$ cat config.mk
export PLATFORM = sky130hd
export DESIGN_NAME = pc_sequencer_flat
export DESIGN_NICKNAME = d
export VERILOG_FILES = /design/src/rtl/cpu_ctrl_pkg.sv /design/src/rtl/pc_sequencer_if.sv /design/src/rtl/status_flags.sv /design/src/rtl/pc_sequencer.sv /design/src/flat_wrapper.sv
export SDC_FILE = /design/constraint.sdc
export NUM_CORES = 1
export LEC_CHECK = 0
export CAP_MARGIN = 20
export CORE_AREA = 2 2 118 206
export CTS_BUF_LIST = sky130_fd_sc_hd__clkbuf_4 sky130_fd_sc_hd__clkbuf_8 sky130_fd_sc_hd__clkbuf_16
export DETAILED_ROUTE_END_ITERATION = 8
export DIE_AREA = 0 0 120 208
export PLACE_DENSITY_LB_ADDON = 0.2
export SKIP_LAST_GASP = 1
export SLEW_MARGIN = 10
export SYNTH_ARGS = -nofsm -noshare
export SYNTH_HDL_FRONTEND = slang
export SYNTH_SLANG_ARGS = --single-unit
$ cat constraint.sdc
create_clock -name clk -period 10.31 [get_ports clk]
set_clock_uncertainty 0.1 [all_clocks]
set_input_delay 3.093 -clock clk [delete_from_list [all_inputs] [get_ports clk]]
set_output_delay 3.093 -clock clk [all_outputs]
set_load 0.02 [all_outputs]
$ cat src/rtl/cpu_ctrl_pkg.sv
// Shared control definitions for the next-PC sequencer: branch-op encodings,
// sequencer states and reset defaults.
package cpu_ctrl_pkg;

    typedef enum logic [2:0] {
        BR_NONE  = 3'b000,
        BR_BMN   = 3'b001,
        BR_BRZ   = 3'b010,
        BR_BZ    = 3'b011,
        BR_JMOR  = 3'b100,
        BR_JALM  = 3'b101,
        BR_JSPAL = 3'b110,
        BR_RSVD  = 3'b111
    } br_op_e;

    typedef enum logic [1:0] {
        ST_RUN  = 2'd0,
        ST_PUSH = 2'd1,
        ST_READ = 2'd2
    } seq_state_e;

    localparam logic [31:0] RESET_PC_DEFAULT = 32'h0000_0000;
    localparam logic [4:0]  LINK_REG_DEFAULT = 5'd31;

    // Pseudo-direct jump target: region bits of the next PC plus word index.
    function automatic logic [31:0] bz_target(input logic [31:0] pc4,
                                              input logic [25:0] diraddr);
        return {pc4[31:28], diraddr, 2'b00};
    endfunction

endpackage

$ cat src/rtl/pc_sequencer_if.sv
// Data-memory request/acknowledge port used for indirect targets and pushes.
interface pc_sequencer_if;
    logic        mem_req;
    logic        mem_we;
    logic [31:0] mem_addr;
    logic [31:0] mem_wdata;
    logic        mem_ack;
    logic [31:0] mem_rdata;

    modport master (
        output mem_req, mem_we, mem_addr, mem_wdata,
        input  mem_ack, mem_rdata
    );

    modport slave (
        input  mem_req, mem_we, mem_addr, mem_wdata,
        output mem_ack, mem_rdata
    );
endinterface

$ cat src/rtl/status_flags.sv
// N/Z/V status register with write enable and synchronous reset.
module status_flags (
    input  logic clk,
    input  logic reset,
    input  logic we_i,
    input  logic n_i,
    input  logic z_i,
    input  logic v_i,
    output logic n_o,
    output logic z_o,
    output logic v_o
);
    logic n_q, z_q, v_q;

    // Load the ALU flags whenever a write is requested.
    always_ff @(posedge clk) begin
        if (reset) begin
            n_q <= 1'b0;
            z_q <= 1'b0;
            v_q <= 1'b0;
        end else if (we_i) begin
            n_q <= n_i;
            z_q <= z_i;
            v_q <= v_i;
        end
    end

    assign n_o = n_q;
    assign z_o = z_q;
    assign v_o = v_q;
endmodule

$ cat src/rtl/pc_sequencer.sv
// Multi-cycle next-PC controller: owns the PC and status flags, resolves the
// custom branch/jump ops and fetches indirect targets / pushes return
// addresses over the data-memory port, stalling fetch meanwhile.
module pc_sequencer
    import cpu_ctrl_pkg::*;
#(
    parameter logic [31:0] RESET_PC = RESET_PC_DEFAULT,
    parameter logic [4:0]  LINK_REG = LINK_REG_DEFAULT
) (
    input  logic                   clk,
    input  logic                   reset,
    input  logic                   instr_valid,
    input  logic [2:0]             br_op,
    input  logic [25:0]            j_diraddr,
    input  logic [31:0]            reg_s,
    input  logic [31:0]            ea,
    input  logic [31:0]            sp_in,
    input  logic                   flag_we,
    input  logic                   alu_n,
    input  logic                   alu_z,
    input  logic                   alu_v,
    pc_sequencer_if.master         mem,
    output logic [31:0]            pc,
    output logic                   stall,
    output logic                   link_we,
    output logic [4:0]             link_rd,
    output logic [31:0]            link_data,
    output logic                   sp_we,
    output logic [31:0]            sp_out,
    output logic                   flag_n,
    output logic                   flag_z,
    output logic                   flag_v
);

    br_op_e      op;
    logic [31:0] pc4;

    seq_state_e  state_q, state_d;
    logic [31:0] pc_q, pc_d;
    logic [31:0] ea_q, ea_d;          // indirect target address held across a push
    logic [31:0] ret_q, ret_d;        // return address (pc+4 of the jump)
    logic        jalm_q, jalm_d;      // current read belongs to a jalm
    logic        req_q, req_d;
    logic        we_q, we_d;
    logic [31:0] addr_q, addr_d;
    logic [31:0] wdata_q, wdata_d;
    logic        link_we_q, link_we_d;
    logic [31:0] link_data_q, link_data_d;
    logic        sp_we_q, sp_we_d;
    logic [31:0] sp_out_q, sp_out_d;
    logic        stall_c;

    assign op  = br_op_e'(br_op);
    assign pc4 = pc_q + 32'd4;

    status_flags u_flags (
        .clk   (clk),
        .reset (reset),
        .we_i  (flag_we),
        .n_i   (alu_n),
        .z_i   (alu_z),
        .v_i   (alu_v),
        .n_o   (flag_n),
        .z_o   (flag_z),
        .v_o   (flag_v)
    );

    // Next-state, next-PC and memory-request decisions; branches test the
    // registered flags, so a same-cycle flag write is not yet visible.
    always_comb begin
        state_d     = state_q;
        pc_d        = pc_q;
        ea_d        = ea_q;
        ret_d       = ret_q;
        jalm_d      = jalm_q;
        req_d       = req_q;
        we_d        = we_q;
        addr_d      = addr_q;
        wdata_d     = wdata_q;
        link_we_d   = 1'b0;
        link_data_d = link_data_q;
        sp_we_d     = 1'b0;
        sp_out_d    = sp_out_q;
        stall_c     = 1'b0;

        case (state_q)
            ST_RUN: begin
                pc_d = pc4;
                if (instr_valid) begin
                    case (op)
                        BR_BMN, BR_JMOR, BR_JALM: begin
                            // bmn only goes to memory when N is set
                            if (op != BR_BMN || flag_n) begin
                                stall_c = 1'b1;
                                pc_d    = pc_q;
                                ret_d   = pc4;
                                jalm_d  = (op == BR_JALM);
                                req_d   = 1'b1;
                                we_d    = 1'b0;
                                addr_d  = ea;
                                state_d = ST_READ;
                            end
                        end
                        BR_BRZ: begin
                            pc_d = flag_z ? reg_s : pc4;
                        end
                        BR_BZ: begin
                            pc_d = flag_z ? pc4 : bz_target(pc4, j_diraddr);
                        end
                        BR_JSPAL: begin
                            stall_c = 1'b1;
                            pc_d    = pc_q;
                            ret_d   = pc4;
                            ea_d    = ea;
                            jalm_d  = 1'b0;
                            req_d   = 1'b1;
                            we_d    = 1'b1;
                            addr_d  = sp_in - 32'd4;
                            wdata_d = pc4;
                            state_d = ST_PUSH;
                        end
                        default: begin
                            pc_d = pc4;
                        end
                    endcase
                end
            end
            ST_PUSH: begin
                stall_c = 1'b1;
                if (mem.mem_ack) begin
                    // push done: publish new SP and turn the request into the target read
                    sp_we_d  = 1'b1;
                    sp_out_d = sp_in - 32'd4;
                    we_d     = 1'b0;
                    addr_d   = ea_q;
                    state_d  = ST_READ;
                end
            end
            ST_READ: begin
                stall_c = 1'b1;
                if (mem.mem_ack) begin
                    pc_d    = mem.mem_rdata;
                    req_d   = 1'b0;
                    state_d = ST_RUN;
                    if (jalm_q) begin
                        link_we_d   = 1'b1;
                        link_data_d = ret_q;
                    end
                end
            end
            default: begin
                state_d = ST_RUN;
            end
        endcase
    end

    // State and output registers; reset abandons any outstanding transaction.
    always_ff @(posedge clk) begin
        if (reset) begin
            state_q     <= ST_RUN;
            pc_q        <= RESET_PC;
            ea_q        <= 32'd0;
            ret_q       <= 32'd0;
            jalm_q      <= 1'b0;
            req_q       <= 1'b0;
            we_q        <= 1'b0;
            addr_q      <= 32'd0;
            wdata_q     <= 32'd0;
            link_we_q   <= 1'b0;
            link_data_q <= 32'd0;
            sp_we_q     <= 1'b0;
            sp_out_q    <= 32'd0;
        end else begin
            state_q     <= state_d;
            pc_q        <= pc_d;
            ea_q        <= ea_d;
            ret_q       <= ret_d;
            jalm_q      <= jalm_d;
            req_q       <= req_d;
            we_q        <= we_d;
            addr_q      <= addr_d;
            wdata_q     <= wdata_d;
            link_we_q   <= link_we_d;
            link_data_q <= link_data_d;
            sp_we_q     <= sp_we_d;
            sp_out_q    <= sp_out_d;
        end
    end

    assign pc            = pc_q;
    assign stall         = stall_c;
    assign mem.mem_req   = req_q;
    assign mem.mem_we    = we_q;
    assign mem.mem_addr  = addr_q;
    assign mem.mem_wdata = wdata_q;
    assign link_we       = link_we_q;
    assign link_rd       = LINK_REG;
    assign link_data     = link_data_q;
    assign sp_we         = sp_we_q;
    assign sp_out        = sp_out_q;

endmodule

$ cat src/flat_wrapper.sv
// flat-port wrapper written by rule: the top's interface ports become plain ports
module pc_sequencer_flat import cpu_ctrl_pkg::*;
#(
    parameter logic [31:0] RESET_PC = RESET_PC_DEFAULT,
    parameter logic [4:0]  LINK_REG = LINK_REG_DEFAULT
)
  (clk, reset, instr_valid, br_op, j_diraddr, reg_s, ea, sp_in, flag_we, alu_n, alu_z, alu_v, pc, stall, link_we, link_rd, link_data, sp_we, sp_out, flag_n, flag_z, flag_v, mem_mem_req, mem_mem_we, mem_mem_addr, mem_mem_wdata, mem_mem_ack, mem_mem_rdata);
  pc_sequencer_if mem_i ();
  input  logic clk;
  input  logic reset;
  input  logic instr_valid;
  input  logic [2:0] br_op;
  input  logic [25:0] j_diraddr;
  input  logic [31:0] reg_s;
  input  logic [31:0] ea;
  input  logic [31:0] sp_in;
  input  logic flag_we;
  input  logic alu_n;
  input  logic alu_z;
  input  logic alu_v;
  output logic [31:0] pc;
  output logic stall;
  output logic link_we;
  output logic [4:0] link_rd;
  output logic [31:0] link_data;
  output logic sp_we;
  output logic [31:0] sp_out;
  output logic flag_n;
  output logic flag_z;
  output logic flag_v;
  output wire logic [$bits(mem_i.mem_req)-1:0] mem_mem_req;
  output wire logic [$bits(mem_i.mem_we)-1:0] mem_mem_we;
  output wire logic [$bits(mem_i.mem_addr)-1:0] mem_mem_addr;
  output wire logic [$bits(mem_i.mem_wdata)-1:0] mem_mem_wdata;
  input wire logic [$bits(mem_i.mem_ack)-1:0] mem_mem_ack;
  input wire logic [$bits(mem_i.mem_rdata)-1:0] mem_mem_rdata;
  assign mem_mem_req = mem_i.mem_req;
  assign mem_mem_we = mem_i.mem_we;
  assign mem_mem_addr = mem_i.mem_addr;
  assign mem_mem_wdata = mem_i.mem_wdata;
  assign mem_i.mem_ack = mem_mem_ack;
  assign mem_i.mem_rdata = mem_mem_rdata;
  pc_sequencer #(.RESET_PC(RESET_PC), .LINK_REG(LINK_REG)) u_core (.clk(clk), .reset(reset), .instr_valid(instr_valid), .br_op(br_op), .j_diraddr(j_diraddr), .reg_s(reg_s), .ea(ea), .sp_in(sp_in), .flag_we(flag_we), .alu_n(alu_n), .alu_z(alu_z), .alu_v(alu_v), .mem(mem_i), .pc(pc), .stall(stall), .link_we(link_we), .link_rd(link_rd), .link_data(link_data), .sp_we(sp_we), .sp_out(sp_out), .flag_n(flag_n), .flag_z(flag_z), .flag_v(flag_v));
endmodule
==> flow_summary_export.csv <==
group,metric,value,unit
synth,ff_type,"dfxtp_1",
layout,sequential_cell_total,234,
route,detail-route-antenna-nets,0,
worst_setup_path,worst-path-stages,6,
global_route,grt_pass1_wl,61310,µm
synth,mean_area_per_synthesized_cell,7.763,µm²
hold_path,min_delay_worst_endpoint,"u_core.link_data[4]",
final_timing,period_needed,8.729,ns
cts,cts.sinks,234,
status,outcome,"finished clean",
cts,clk_transition_reported_paths,0.07,ns
floorplan,floorplan.tapcells,304,
cts,cts_made_buffers,23,
synth,synth.comb.largest_family,"simple AND/OR/NAND/NOR gates",
final_timing,setup-tns-final,0,ns
layout,final_cell_mix,"331 x clkdlybuf4s50_1, 234 x dfxtp_1, 216 x nand2_1",
final_timing,hold_viol,0,
worst_setup_path,worst_path_dominant_cell_family,"buffers and inverters",
cts,clk_path_buf_depth,3,
cts,tritoncts_clock_tree,"built",
synth,async_flop_share,0,
layout,design.final.nets,1844,
power_and_ir_drop,power.clock.total,0.848,mW
cts,cts-hold-fix-buffers,0,
global_route,globalRouteTotalUtil,0.3075,
power_and_ir_drop,seq-power,1.07,mW
power_and_ir_drop,sw_frac_of_total,0.3309,
layout,seq_area_frac,0.3084,
layout,layout.cells.non_filler,1996,
synth,post_synth_mux_area_share,0.008303,
synth,synth.lib_cells_used.distinct,69,
route,route.met3.wl,2721,µm
route,avgViaCountPerCell,5.765,
hold_path,holdCritPathClass,"flop to flop",
floorplan,dieWidth,120,µm
worst_setup_path,crit-reg2reg-launch,"u_core.state_q[0]",
synth,netlist_instances,1417,
synth,yosys.area_share.simple,0.2443,
cts,latest_clock_arrival_within_the_worst_skew_pair,0.53,ns
floorplan,die_area,24960,µm²
layout,layout.buffer.nonclock.area_share,0.2296,
layout,n_fill_cell,2035,
### Signal wires on met3

(2 px per µm)
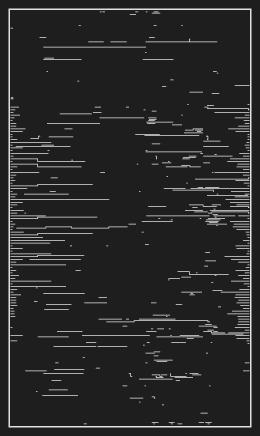
longest straight run: 51.1 µm
nets with wire on the layer: 292
main direction: horizontal
wire length on this layer: 2720 µm
vias post-DR: 11510
detailed-route wire length: 39880 µm
GR met3 Demand/Resource: 0.05154

### Sizing map

(3 px per µm)
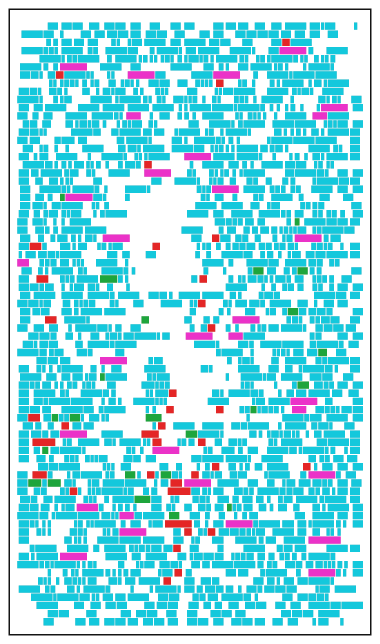
| colour | size | cells | share | most used |
|---|---|---|---|---|
| red | _3 and _4 cells | 36 | 2.1% | buf_4 |
| green | _2 cells | 23 | 1.4% | clkinv_2 |
| cyan | _0 and _1 cells | 1598 | 95% | clkdlybuf4s50_1 |
| magenta | _6 and larger | 31 | 1.8% | clkbuf_16 |
post-route cell area: 15190 µm²
PnR worst setup slack: 1.581 ns
area growth from synthesis to final layout: 38.09%
non-clock buffer instance count of the final layout: 352

### M2 wires

(2 px per µm)
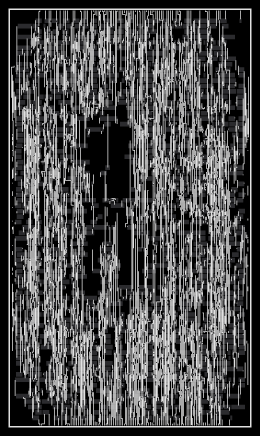
share of all routed wire: 52%
wire length on this layer: 20.6 mm
nets with wire on the layer: 1553
longest straight run: 71.1 µm
main direction: vertical
GRT met2 Usage: 0.5545

### Logic cells by family

(3 px per µm)
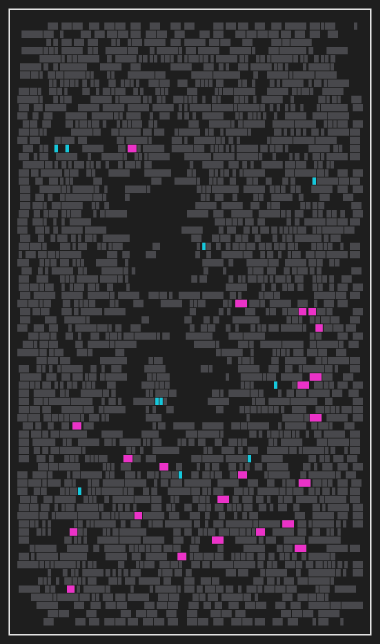
| colour | family | cells | most used |
|---|---|---|---|
| magenta | non-inverting ao/oa cells | 22 | o2111a_1 |
| cyan | inv cells | 10 | inv_1 |
Comb area share: 0.3846
most frequent logic cell in the layout: clkdlybuf4s50_1

Power and IR drop assume default switching activity.
